Register map, names as in the netlist:
Scale bar: 20 µm. Other sequential cells in the stronger gray, the rest of the logic in the fainter gray.
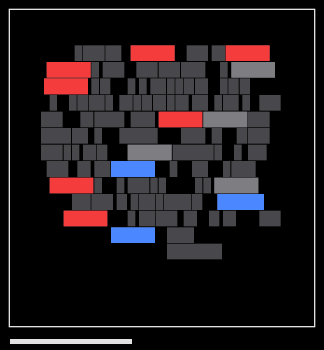
Clock wires, drivers and flops:
Scale bar: 20 µm.
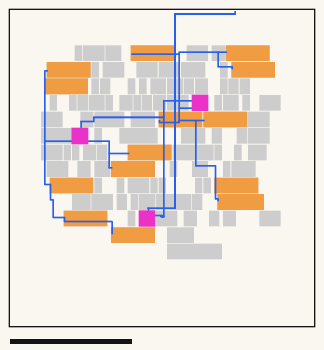
Sizing map:
Scale bar: 20 µm.
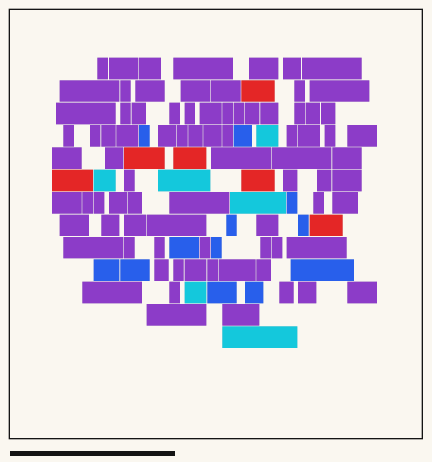
Close-up of the layout:
Region (20, 0) to (50, 30) µm. Cells in gray, sequential cells in the stronger gray; small squares are vias.
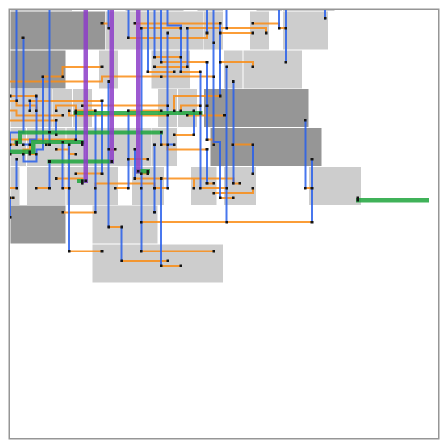
--- src/rtl/piso_pkg.sv ---
// Shared definitions for the PISO serializer: FSM states, frame length and counter width.
// Optional parity bit per frame is enabled by defining PISO_PARITY_EN.
package piso_pkg;

    typedef enum logic {
        ST_IDLE  = 1'b0,
        ST_SHIFT = 1'b1
    } state_t;

`ifdef PISO_PARITY_EN
    localparam int unsigned PARITY_BITS = 1;
`else
    localparam int unsigned PARITY_BITS = 0;
`endif

    function automatic int unsigned frame_len(input int unsigned width);
        return width + PARITY_BITS;
    endfunction

    // At least one bit so that a two-bit frame still has a usable counter.
    function automatic int unsigned cnt_width(input int unsigned n);
        return (n <= 2) ? 1 : $clog2(n);
    endfunction

endpackage

--- src/rtl/piso_bit_counter.sv ---
// Synchronous down-counter used to track the remaining bits of a frame.
// Load has priority over decrement; the count saturates at zero.
module piso_bit_counter #(
    parameter int unsigned CW = 3
) (
    input  logic          clk,
    input  logic          reset,
    input  logic          load,
    input  logic [CW-1:0] load_value,
    input  logic          en,
    output logic [CW-1:0] count,
    output logic          zero
);

    logic [CW-1:0] count_q;
    logic [CW-1:0] count_d;

    always_comb begin
        count_d = count_q;
        if (load) begin
            count_d = load_value;
        end else if (en && (count_q != '0)) begin
            count_d = count_q - CW'(1);
        end
    end

    always_ff @(posedge clk) begin
        if (reset) begin
            count_q <= '0;
        end else begin
            count_q <= count_d;
        end
    end

    assign count = count_q;
    assign zero  = (count_q == '0);

endmodule

--- src/rtl/piso_serializer.sv ---
// Parallel-in/serial-out transmitter with valid/ready input and q/q_valid/last framing.
// Define PISO_PARITY_EN to append an even-parity bit to every frame.
module piso_serializer
    import piso_pkg::*;
#(
    parameter int unsigned WIDTH     = 8,
    parameter int unsigned MSB_FIRST = 1
) (
    input  logic             clk,
    input  logic             reset,
    input  logic [WIDTH-1:0] data,
    input  logic             valid,
    output logic             ready,
    output logic             q,
    output logic             q_valid,
    output logic             last
);

    localparam int unsigned FRAME_LEN = frame_len(WIDTH);
    localparam int unsigned CW        = cnt_width(FRAME_LEN);
    localparam logic [CW-1:0] LOAD_VAL = CW'(FRAME_LEN - 1);

    state_t           state_q;
    state_t           state_d;
    logic [WIDTH-1:0] shreg_q;
    logic [WIDTH-1:0] shreg_d;
    logic             q_q;
    logic             q_d;
    logic             qv_q;
    logic             qv_d;
    logic             last_q;
    logic             last_d;

    logic [CW-1:0]    cnt;
    logic             cnt_zero;
    logic             accept;
    logic             advance;
    logic             first_bit;
    logic             head_bit;
    logic             next_bit;
    logic [WIDTH-1:0] data_rest;
    logic [WIDTH-1:0] shreg_next;

    assign accept  = valid && ready;
    assign advance = (state_q == ST_SHIFT) && !cnt_zero;

    // The first bit goes straight to the output flop on the accepting edge,
    // so the shift register only ever holds the bits still to come.
    assign first_bit  = (MSB_FIRST != 0) ? data[WIDTH-1]    : data[0];
    assign data_rest  = (MSB_FIRST != 0) ? (data << 1)      : (data >> 1);
    assign head_bit   = (MSB_FIRST != 0) ? shreg_q[WIDTH-1] : shreg_q[0];
    assign shreg_next = (MSB_FIRST != 0) ? (shreg_q << 1)   : (shreg_q >> 1);

`ifdef PISO_PARITY_EN
    logic par_q;
    logic par_d;

    always_comb begin
        par_d = accept ? ^data : par_q;
    end

    always_ff @(posedge clk) begin
        if (reset) begin
            par_q <= 1'b0;
        end else begin
            par_q <= par_d;
        end
    end

    assign next_bit = (cnt == CW'(1)) ? par_q : head_bit;
`else
    assign next_bit = head_bit;
`endif

    piso_bit_counter #(
        .CW (CW)
    ) u_bit_counter (
        .clk        (clk),
        .reset      (reset),
        .load       (accept),
        .load_value (LOAD_VAL),
        .en         (advance),
        .count      (cnt),
        .zero       (cnt_zero)
    );

    always_ff @(posedge clk) begin
        if (reset) begin
            state_q <= ST_IDLE;
        end else begin
            state_q <= state_d;
        end
    end

    always_comb begin
        state_d = state_q;
        case (state_q)
            ST_IDLE:  if (accept) state_d = ST_SHIFT;
            ST_SHIFT: if (cnt_zero && !accept) state_d = ST_IDLE;
            default:  state_d = ST_IDLE;
        endcase
    end

    always_comb begin
        ready = !reset && ((state_q == ST_IDLE) || cnt_zero);
    end

    always_comb begin
        shreg_d = shreg_q;
        q_d     = 1'b0;
        qv_d    = 1'b0;
        last_d  = 1'b0;
        if (accept) begin
            shreg_d = data_rest;
            q_d     = first_bit;
            qv_d    = 1'b1;
        end else if (advance) begin
            shreg_d = shreg_next;
            q_d     = next_bit;
            qv_d    = 1'b1;
            last_d  = (cnt == CW'(1));
        end
    end

    always_ff @(posedge clk) begin
        if (reset) begin
            shreg_q <= '0;
            q_q     <= 1'b0;
            qv_q    <= 1'b0;
            last_q  <= 1'b0;
        end else begin
            shreg_q <= shreg_d;
            q_q     <= q_d;
            qv_q    <= qv_d;
            last_q  <= last_d;
        end
    end

    assign q       = q_q;
    assign q_valid = qv_q;
    assign last    = last_q;

endmodule

--- config.mk ---
export PLATFORM = sky130hd
export DESIGN_NAME = piso_serializer
export DESIGN_NICKNAME = d
export VERILOG_FILES = /design/src/rtl/piso_pkg.sv /design/src/rtl/piso_bit_counter.sv /design/src/rtl/piso_serializer.sv
export SDC_FILE = /design/constraint.sdc
export NUM_CORES = 1
export LEC_CHECK = 0
export ABC_AREA = 1
export CAP_MARGIN = 20
export CORE_AREA = 5 5 45 47
export DETAILED_ROUTE_END_ITERATION = 8
export DIE_AREA = 0 0 50 52
export GPL_TIMING_DRIVEN = 0
export PLACE_DENSITY = 0.88
export SLEW_MARGIN = 20
export SYNTH_ARGS = -nofsm -noshare
export SYNTH_HDL_FRONTEND = slang
export SYNTH_SLANG_ARGS = --single-unit
--- constraint.sdc ---
create_clock -name clk -period 1.8 [get_ports clk]
set_input_delay 0.27 -clock clk [delete_from_list [all_inputs] [get_ports clk]]
set_output_delay 0.27 -clock clk [all_outputs]
set_load 0.005 [all_outputs]
==> flow_summary.html <==
<h2>Synthesis and place &amp; route</h2>
<table>
<tr><th>Metric</th><th>Value</th></tr>
<tr><th colspan="2">Logic synthesis</th></tr>
<tr><td>Post-synthesis cell count from yosys</td><td>90</td></tr>
<tr><td>Netlist area before placement</td><td>754 µm²</td></tr>
<tr><td>Yosys warning total</td><td>0</td></tr>
<tr><td>Part of the Yosys area used for sequential elements</td><td>37.1%</td></tr>
<tr><td>Cell count after synthesis</td><td>90</td></tr>
<tr><td>Count of state elements after synthesis</td><td>14</td></tr>
<tr><td>Number of library cell types mapped by synthesis</td><td>20</td></tr>
<tr><td>Mapped Nets</td><td>104</td></tr>
<tr><td>Syn avg cell area</td><td>8.38 µm²</td></tr>
<tr><td>Chip area line of the yosys report</td><td>754 µm²</td></tr>
<tr><th colspan="2">Routing</th></tr>
<tr><td>Routed Wire Length</td><td>1610 µm</td></tr>
<tr><td>Via count</td><td>690</td></tr>
<tr><td>Starting DRT DRC Count</td><td>22</td></tr>
<tr><td>Drt wl/cell</td><td>13.1 µm</td></tr>
<tr><td>First drt pass iteration count</td><td>4</td></tr>
<tr><td>DRT antenna net count</td><td>0</td></tr>
<tr><td>Post-route DRC violation count</td><td>0</td></tr>
<tr><td>Vias per Instance</td><td>5.61</td></tr>
<tr><th colspan="2">Pwr</th></tr>
<tr><td>PwrDens</td><td>757 mW/mm²</td></tr>
<tr><td>Relative contribution of combinational cells to total power</td><td>26.9%</td></tr>
<tr><td>Total power</td><td>717 µW</td></tr>
<tr><td>Net switching power of the design</td><td>214 µW</td></tr>
<tr><td>Fraction of power consumed by sequential logic</td><td>48.2%</td></tr>
<tr><td>Cell internal power dissipation</td><td>503 µW</td></tr>
<tr><td>Worst ir drop on vdd</td><td>416 µV</td></tr>
<tr><td>Reported leakage power</td><td>0.000427 µW</td></tr>
<tr><td>Switching Share</td><td>29.9%</td></tr>
<tr><th colspan="2">Cells and area</th></tr>
<tr><td>Final #Nets</td><td>122</td></tr>
<tr><td>Most common logic cells in the final layout</td><td>18 x sky130_fd_sc_hd__nand2_1, 13 x sky130_fd_sc_hd__dfxtp_1, 12 x sky130_fd_sc_hd__clkdlybuf4s50_1, 8 x sky130_fd_sc_hd__nand3_1</td></tr>
<tr><td>Final Cell Area</td><td>947 µm²</td></tr>
<tr><td>Number of diodes added for antenna fixing</td><td>0</td></tr>
<tr><td>Layout cell share with drive strength beyond 1</td><td>22.6%</td></tr>
<tr><td>Final-layout fill cell count</td><td>138</td></tr>
<tr><td>Leading cell type in the layout, fill and taps excluded</td><td>sky130_fd_sc_hd__nand2_1</td></tr>
<tr><td>Synthesis-to-layout area growth</td><td>25.5%</td></tr>
<tr><th colspan="2">Clock network</th></tr>
<tr><td>Clock insertion delay at the later pin of the skew report</td><td>290 ps</td></tr>
<tr><td>CTS tree</td><td>yes</td></tr>
<tr><td>H-tree Lvls</td><td>1</td></tr>
<tr><td>Clock Tree Buf Depth</td><td>2</td></tr>
<tr><td>Post-CTS setup repair buffer count</td><td>0</td></tr>
<tr><td>Cts bufs inserted</td><td>3</td></tr>
<tr><td>Clk sink count</td><td>14</td></tr>
<tr><td>Clock transition time at the flip-flop clock pins of the worst setup and hold paths</td><td>80 ps</td></tr>
<tr><td>CTS root buffer</td><td>sky130_fd_sc_hd__clkbuf_4</td></tr>
<tr><td>PostCTS Resize Cnt</td><td>7</td></tr>
<tr><th colspan="2">Worst setup path</th></tr>
<tr><td>Critical path origin</td><td>u_bit_counter.count[1]$_SDFFE_PP0P_</td></tr>
<tr><td>Arrival time reported for the critical path endpoint</td><td>1380 ps</td></tr>
<tr><td>Worst reg2reg path depth</td><td>9</td></tr>
<tr><td>Reg-to-reg startpoint</td><td>u_bit_counter.count[1]$_SDFFE_PP0P_</td></tr>
<tr><td>Type of the worst setup path</td><td>reg2out</td></tr>
<tr><td>Crit end category</td><td>output pin</td></tr>
<tr><td>Nature of the critical path startpoint</td><td>flip-flop</td></tr>
<tr><td>Data required, critical path</td><td>1530 ps</td></tr>
<tr><td>Crit-path max FO</td><td>3</td></tr>
<tr><th colspan="2">Timing</th></tr>
<tr><td>Endpoints failing hold</td><td>0</td></tr>
<tr><td>Relative max-transition margin</td><td>87.3%</td></tr>
<tr><td>Final-report max-slew violation count</td><td>0</td></tr>
<tr><td>Hold_ws</td><td>317 ps</td></tr>
<tr><td>Final period util</td><td>91.9%</td></tr>
<tr><td>Setup repair after global routing missed its margin</td><td>false</td></tr>
<tr><td>Total setup violations reported at the end of the flow</td><td>0</td></tr>
<tr><td>Highest attainable clock frequency</td><td>604 MHz</td></tr>
<tr><td>Tmin final</td><td>1650 ps</td></tr>
<tr><th colspan="2">Place</th></tr>
<tr><td>Half-perimeter wire length of the detailed placement result</td><td>1090 µm</td></tr>
<tr><td>Final weighted congestion of routability-driven global placement</td><td>0.805</td></tr>
<tr><td>Cell area reported after detailed placement</td><td>906 µm²</td></tr>
<tr><td>Number of port buffers</td><td>13</td></tr>
<tr><th colspan="2">Global routing</th></tr>
<tr><td>Via count of the first global-routing pass</td><td>620</td></tr>
<tr><td>All-layer global routing usage</td><td>13.5%</td></tr>
<tr><td>Largest net degree at the start of global routing</td><td>11</td></tr>
<tr><td>Total grt overflow</td><td>0</td></tr>
<tr><td>Antenna violations before repair</td><td>0</td></tr>
<tr><th colspan="2">Die</th></tr>
<tr><td>Chip height</td><td>52 µm</td></tr>
<tr><td>Number of placement rows</td><td>15</td></tr>
<tr><td>Effective utilization at floorplan</td><td>46.7%</td></tr>
<tr><td>Die ar.</td><td>0.00260 mm²</td></tr>
<tr><td>Die width</td><td>50 µm</td></tr>
<tr><td>Number of top-level design ports</td><td>15</td></tr>
<tr><th colspan="2">Run</th></tr>
<tr><td>Number of logged tool warnings</td><td>28</td></tr>
<tr><td>Max Cap Viol</td><td>0</td></tr>
<tr><th colspan="2">Worst hold path</th></tr>
<tr><td>Count of cells along the worst hold path</td><td>3</td></tr>
<tr><td>Path class of the lowest-slack min-delay path</td><td>in2reg</td></tr>
<tr><th colspan="2">Run status</th></tr>
<tr><td>Run status</td><td>complete, no violations</td></tr>
</table>
About 'register map, names as in the netlist':
- u_bit_counter.count: blue (sequential cells 3)
- shreg_q: red (sequential cells 7)
Storage cell area: 282 µm²
proportion of cell area occupied by registers: 29.7%
Seq. pwr: 346 µW
post-layout utilization of the core: 58.7%

About 'clock wires, drivers and flops':
- flip-flops: orange (count 14)
- clock wires: blue (length 214 µm)
- clock-net drivers: magenta (count 3)
- routed clock nets: 4
Max Clock Skew: 4.23 ps
fraction of power consumed by the clock network: 24.9%
total clock network power: 179 µW

About 'sizing map':
- x1 and smaller: purple (cells 82; share 77%)
- x2: blue (cells 12; share 11%)
- x6 and larger: red (cells 6; share 5.7%)
- x3 and x4: cyan (cells 6; share 5.7%)

About 'close-up of the layout':
- M2: blue
- M3: green
- M4: purple
- M1: orange
- sequential cells in the window: 5
- netlist names of flops here include: u_bit_counter.count (3)
- most frequent: inv_2 (4), nand2_1 (4), dfxtp_1 (4)
- cells with their middle in the window: 32

-- metrics by stage --
stage          setup slack [ps]  TNS (ps)  instances
6_report                    145         0        123
5_1_grt                    85.3         0        123
4_1_cts                     142         0        123
3_5_place_dp              -66.3     -66.3        120
3_3_place_gp              -55.8     -55.8        120
2_1_floorplan               569         0         90
-- Yosys cell counts --
master | count | area, µm²
sky130_fd_sc_hd__nand3_4 | 1 | 17.5
sky130_fd_sc_hd__inv_1 | 9 | 33.8
sky130_fd_sc_hd__buf_6 | 4 | 45.0
sky130_fd_sc_hd__dfxtp_1 | 14 | 280
sky130_fd_sc_hd__o21ai_1 | 1 | 5.00
sky130_fd_sc_hd__clkbuf_4 | 1 | 7.51
sky130_fd_sc_hd__nand3_2 | 3 | 30.0
sky130_fd_sc_hd__ha_1 | 3 | 37.5
sky130_fd_sc_hd__nand2_1 | 18 | 67.6
sky130_fd_sc_hd__o211ai_1 | 7 | 52.6
sky130_fd_sc_hd__a21oi_1 | 3 | 15.0
sky130_fd_sc_hd__inv_2 | 3 | 11.3
sky130_fd_sc_hd__a21boi_4 | 1 | 18.8
sky130_fd_sc_hd__nand4_1 | 7 | 43.8
sky130_fd_sc_hd__a21oi_2 | 1 | 8.76
sky130_fd_sc_hd__nor2_1 | 2 | 7.51
sky130_fd_sc_hd__nand2_2 | 2 | 12.5
sky130_fd_sc_hd__nand3_1 | 8 | 40.0
sky130_fd_sc_hd__clkbuf_8 | 1 | 13.8
sky130_fd_sc_hd__a31oi_1 | 1 | 6.26
-- cell families (layout without fill, tap and decap cells) --
family	Yosys count	after routing	share of synthesized area [%]
flip-flops	14	14	37.1
AND/OR/NAND/NOR	41	41	29.0
AND-OR/OR-AND	14	14	14.1
adder cells (fa/ha/maj)	3	3	4.98
buffers and inverters	18	34	14.8
-- sequential cells by signal (all words and copies together), names as in the netlist --
name                 flops
q                        1
q_valid                  1
last                     1
shreg_q                  7
state_q                  1
u_bit_counter.count      3
-- worst paths after layout --
kind,slack [ps],end
max,150,ready
min,320,q$_SDFF_PP0_
max reg2reg,550,shreg_q[6]$_SDFFE_PP0P_
min reg2reg,470,q$_SDFF_PP0_
-- layout make-up --
type	count	area, µm²	area share [%]
Buffer	6	72.6	7.66
Multi-Input combinational cell	58	375	39.6
Clock buffer	3	22.5	2.38
Timing Repair Buffer	13	129	13.6
Tap cell	17	21.3	2.25
Sequential cell	14	282	29.7
Inverter	12	45.0	4.76
-- layer usage --
layer	vias up	share of wire, %	global-route usage [%]
met3	7	7.8	4.58
met5	-	0	0
met1	318	42	15.2
met2	29	46	20.5
met4	0	4.2	10.9
li1	336	-	-
-- power by group through the flow --
stage                     Combinational [µW]  Sequential, µW  Clock (µW)
after global routing                     211             348         196
final                                    193             346         179
after CTS                                191             346         183
after detailed placement                 180             351           0
after global placement                   174             350           0
after floorplan                          126             349           0
-- critical path, stage by stage, from the launching register on --
cell and delay [ps]:
sky130_fd_sc_hd__dfxtp_1 350, sky130_fd_sc_hd__inv_2 70, sky130_fd_sc_hd__ha_4 170, sky130_fd_sc_hd__a21boi_4 180, sky130_fd_sc_hd__nor2_1 70, sky130_fd_sc_hd__dlygate4sd2_1 260
No activity file was given, so power comes from the tool's default toggle rates.
